wire_density.png
Bar = 50 um. The die is cut into 28 by 28 equal tiles; dark blue is low, red is high, scaled to the fullest tile. Values are wire area over tile area, all layers added.
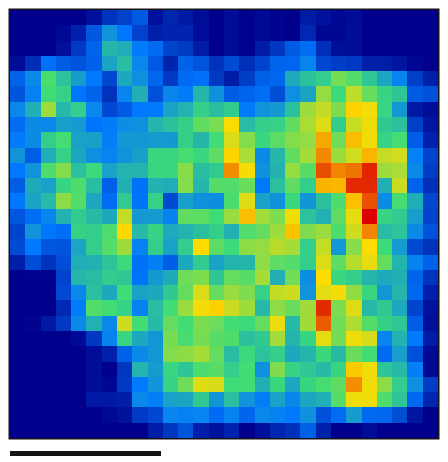
registers.png
Bar = 50 um.
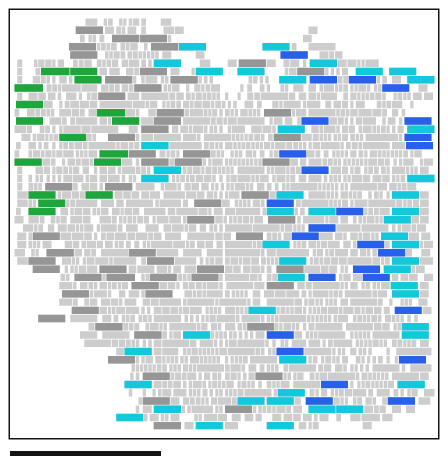
$ cat config.mk
export PLATFORM = sky130hd
export DESIGN_NAME = iq_window_feature_engine
export DESIGN_NICKNAME = d
export VERILOG_FILES = /design/src/rtl/iq_window_feature_engine.sv
export SDC_FILE = /design/constraint.sdc
export NUM_CORES = 1
export LEC_CHECK = 0
export ABC_AREA = 1
export ABC_CLOCK_PERIOD_IN_PS = 1700
export CAP_MARGIN = 20
export CORE_UTILIZATION = 51
export CTS_CLUSTER_SIZE = 12
export DETAILED_ROUTE_END_ITERATION = 6
export PLACE_DENSITY = 0.87
export REMOVE_ABC_BUFFERS = 1
export SLEW_MARGIN = 20
export SYNTH_ARGS = -nofsm -noshare
export SYNTH_HDL_FRONTEND = slang
export SYNTH_SLANG_ARGS = --single-unit
export TNS_END_PERCENT = 20
$ cat constraint.sdc
create_clock -name ap_clk -period 1.7 [get_ports ap_clk]
set_clock_uncertainty 0.15 [all_clocks]
set_input_delay 0.34 -clock ap_clk [delete_from_list [all_inputs] [get_ports ap_clk]]
set_output_delay 0.34 -clock ap_clk [all_outputs]
set_load 0.02 [all_outputs]
$ cat src/rtl/iq_window_feature_engine.sv
// iq_window_feature_engine
//
// Streaming I/Q window integrator. After a trigger it accepts WINDOW_SIZE valid
// samples, integrates the pre-shifted I and Q operands into NUM_WINDOWS equal
// segments, presents the post-shifted features to the classifier, samples the
// classifier result CLS_LATENCY cycles later and writes it to BRAM.
//
// State table
//   state   | meaning
//   IDLE    | waiting for trigger
//   LOAD    | accumulating samples (in_TVALID=0 cycles are stalls)
//   WAIT    | classifier latency countdown, pred_in sampled at terminal count
//   STORE   | one-cycle BRAM write, address advances afterwards
//
// Ports
//   ap_clk, ap_rst_n    clock, async active-low reset
//   clear               synchronous soft clear (back to IDLE, zero addr/drops)
//   trigger             start request, counted as dropped when not IDLE
//   in_TDATA/in_TVALID  I=[31:18], Q=[17:4]; no backpressure
//   feat_data/valid     packed features and their one-cycle strobe
//   pred_in             classifier output
//   out_ADDR/DATA/WE    BRAM write port, address wraps
//   busy                state != IDLE
//   drop_count          saturating count of rejected triggers
module iq_window_feature_engine #(
    parameter int WINDOW_SIZE    = 400,
    parameter int NUM_WINDOWS    = 2,
    parameter int IQ_WIDTH_IN    = 14,
    parameter int SHIFT_M        = 9,
    parameter int SHIFT_N        = 1,
    parameter int PRED_BITS      = 2,
    parameter int BRAM_ADDR_BITS = 14,
    parameter int CLS_LATENCY    = 4,
    localparam int SEG       = WINDOW_SIZE / NUM_WINDOWS,
    localparam int W         = IQ_WIDTH_IN - SHIFT_M,
    localparam int ACC_W     = W + $clog2(SEG),
    localparam int FEAT_W    = ACC_W - SHIFT_N,
    localparam int FEAT_BITS = 2 * NUM_WINDOWS * FEAT_W
) (
    input  logic                      ap_clk,
    input  logic                      ap_rst_n,
    input  logic                      clear,
    input  logic                      trigger,
    input  logic [31:0]               in_TDATA,
    input  logic                      in_TVALID,
    output logic [FEAT_BITS-1:0]      feat_data,
    output logic                      feat_valid,
    input  logic [PRED_BITS-1:0]      pred_in,
    output logic [BRAM_ADDR_BITS-1:0] out_ADDR,
    output logic [PRED_BITS-1:0]      out_DATA,
    output logic                      out_WE,
    output logic                      busy,
    output logic [15:0]               drop_count
);

    localparam int SEG_CW = (SEG > 1) ? $clog2(SEG) : 1;
    localparam int WIN_W  = (NUM_WINDOWS > 1) ? $clog2(NUM_WINDOWS) : 1;
    localparam int LAT_W  = $clog2(CLS_LATENCY + 1);
    localparam logic [SEG_CW-1:0] SEG_LAST = SEG_CW'(SEG - 1);
    localparam logic [WIN_W-1:0]  WIN_LAST = WIN_W'(NUM_WINDOWS - 1);

    typedef enum logic [1:0] {S_IDLE, S_LOAD, S_WAIT, S_STORE} state_t;

    state_t                   state;
    logic [SEG_CW-1:0]        seg_cnt;
    logic [WIN_W-1:0]         win_idx;
    logic [LAT_W-1:0]         wait_cnt;
    logic signed [ACC_W-1:0]  acc_i    [NUM_WINDOWS];
    logic signed [ACC_W-1:0]  acc_q    [NUM_WINDOWS];
    logic signed [ACC_W-1:0]  acc_i_nx [NUM_WINDOWS];
    logic signed [ACC_W-1:0]  acc_q_nx [NUM_WINDOWS];
    logic [FEAT_BITS-1:0]     feat_next;

    // The top W bits of each field are the floor-shifted operand; the size
    // cast of a signed value sign-extends it to the accumulator width.
    logic signed [W-1:0]      op_i, op_q;
    logic signed [ACC_W-1:0]  ext_i, ext_q;
    logic                     unused_tdata;

    assign op_i  = in_TDATA[31 -: W];
    assign op_q  = in_TDATA[17 -: W];
    assign ext_i = ACC_W'(op_i);
    assign ext_q = ACC_W'(op_q);
    assign unused_tdata = ^in_TDATA;

    // Accumulator values including the current sample, so the features
    // registered on the last sample already contain it.
    always_comb begin
        feat_next = '0;
        for (int k = 0; k < NUM_WINDOWS; k++) begin
            acc_i_nx[k] = acc_i[k];
            acc_q_nx[k] = acc_q[k];
            if (WIN_W'(k) == win_idx) begin
                acc_i_nx[k] = acc_i[k] + ext_i;
                acc_q_nx[k] = acc_q[k] + ext_q;
            end
            feat_next[2*k*FEAT_W +: FEAT_W]     = acc_i_nx[k][ACC_W-1:SHIFT_N];
            feat_next[(2*k+1)*FEAT_W +: FEAT_W] = acc_q_nx[k][ACC_W-1:SHIFT_N];
        end
    end

    always_ff @(posedge ap_clk or negedge ap_rst_n) begin
        if (!ap_rst_n) begin
            state      <= S_IDLE;
            seg_cnt    <= '0;
            win_idx    <= '0;
            wait_cnt   <= '0;
            for (int k = 0; k < NUM_WINDOWS; k++) begin
                acc_i[k] <= '0;
                acc_q[k] <= '0;
            end
            feat_data  <= '0;
            feat_valid <= 1'b0;
            out_ADDR   <= '0;
            out_DATA   <= '0;
            out_WE     <= 1'b0;
            busy       <= 1'b0;
            drop_count <= '0;
        end else if (clear) begin
            state      <= S_IDLE;
            feat_valid <= 1'b0;
            out_WE     <= 1'b0;
            busy       <= 1'b0;
            out_ADDR   <= '0;
            drop_count <= '0;
        end else begin
            feat_valid <= 1'b0;
            out_WE     <= 1'b0;
            if (trigger && state != S_IDLE && drop_count != 16'hFFFF) begin
                drop_count <= drop_count + 16'd1;
            end
            case (state)
                S_IDLE: begin
                    if (trigger) begin
                        state   <= S_LOAD;
                        busy    <= 1'b1;
                        seg_cnt <= '0;
                        win_idx <= '0;
                        for (int k = 0; k < NUM_WINDOWS; k++) begin
                            acc_i[k] <= '0;
                            acc_q[k] <= '0;
                        end
                    end
                end
                S_LOAD: begin
                    if (in_TVALID) begin
                        acc_i <= acc_i_nx;
                        acc_q <= acc_q_nx;
                        if (seg_cnt == SEG_LAST) begin
                            seg_cnt <= '0;
                            if (win_idx == WIN_LAST) begin
                                state      <= S_WAIT;
                                feat_data  <= feat_next;
                                feat_valid <= 1'b1;
                                wait_cnt   <= LAT_W'(CLS_LATENCY);
                            end else begin
                                win_idx <= win_idx + WIN_W'(1);
                            end
                        end else begin
                            seg_cnt <= seg_cnt + SEG_CW'(1);
                        end
                    end
                end
                S_WAIT: begin
                    if (wait_cnt == '0) begin
                        out_DATA <= pred_in;
                        out_WE   <= 1'b1;
                        state    <= S_STORE;
                    end else begin
                        wait_cnt <= wait_cnt - LAT_W'(1);
                    end
                end
                S_STORE: begin
                    state    <= S_IDLE;
                    busy     <= 1'b0;
                    out_ADDR <= out_ADDR + BRAM_ADDR_BITS'(1);
                end
                default: state <= S_IDLE;
            endcase
        end
    end

endmodule

==> flow_metrics.env <==
# physical design summary
export IMPL_status="finished with violations"
export IMPL_violations="DRC, setup timing"
export IMPL_cts_clk_slew_worst_paths_ns=0.07
export IMPL_regMostFlops="feat_data"
export IMPL_cts_made_buffers=17
export IMPL_drcViolationCount=83
export IMPL_fmax_mhz=461.6
export IMPL_sw_frac_of_total=0.4356
export IMPL_min_path_type="in -> async"
export IMPL_end_kind="flop"
export IMPL_crit_path_max_fanout=2
export IMPL_seqPwrFrac=0.243
export IMPL_ys_cells=1398
export IMPL_layout_top_cell="nand2_1"
export IMPL_die_h_um=141.4
export IMPL_warnings=54
export IMPL_worstPathArrival_ns=2.32
export IMPL_drv_cap=0
export IMPL_ctsLongestPathBuffers=2
export IMPL_dr_pass1_iters=7
export IMPL_ys_seq_elements=149
export IMPL_ys_top_cells_by_count="nand2_1 (504), inv_1 (176), dfrtp_1 (149)"
export IMPL_flops=149
export IMPL_antenna_found_initial=0
export IMPL_synth_edff_count=0
export IMPL_ys_warn_count=0
export IMPL_logic_gates=1033
export IMPL_synth_top_area_share=0.3765
export IMPL_drt_iter0_markers=1469
export IMPL_worst_slack_ns=-0.4664
export IMPL_finalInstanceArea_um2=14250
export IMPL_setup_violations=144
export IMPL_p_comb_uw=10500
export IMPL_cts_tree="done"
export IMPL_dpl_cell_count=1880
export IMPL_utilization=0.7543
export IMPL_cp_cell_sequence="ha_2, inv_2, fa_2, xnor2_1, o21ai_0, o22ai_2"
export IMPL_die_area_um2=19980
export IMPL_ctsHtreeMaxLevel=4
export IMPL_n_all_inverters=180
export IMPL_cellInternalPower_uw=10880
export IMPL_pg_seq_uw=4690
export IMPL_clock_area_frac=0.04372
## Picture notes: wire_density.png
emptiest ninth of the die	bottom left
tiles over half the peak	26%
mean over tiles	0.35
nearly empty tiles	14%

## Picture notes: registers.png
colour	name in the netlist	flops
blue	acc_i	26
green	drop_count	16
cyan	feat_data	48

==> worst min path at each step <==
stage | endpoint | slack, ns | cells past startpoint
after floorplan | acc_i[0] | -0.11 | 0
after global placement | feat_data[10] | 0.11 | 1
after detailed placement | feat_data[10] | 0.12 | 1
after CTS | feat_data[3] | 0.23 | 2
after global routing | acc_i[22] | 0.25 | 2
final | feat_data[8] | 0.22 | 2
==> per-layer routing <==
| metal | GRT usage | vias to the layer above | wire [um] |
|---|---|---|---|
| met5 | 0 | - | 0 |
| met4 | 0.1608 | 0 | 3360 |
| met3 | 0.06581 | 367 | 4566 |
| met2 | 0.5375 | 958 | 18110 |
| met1 | 0.3430 | 5429 | 12300 |
| li1 | - | 5028 | - |
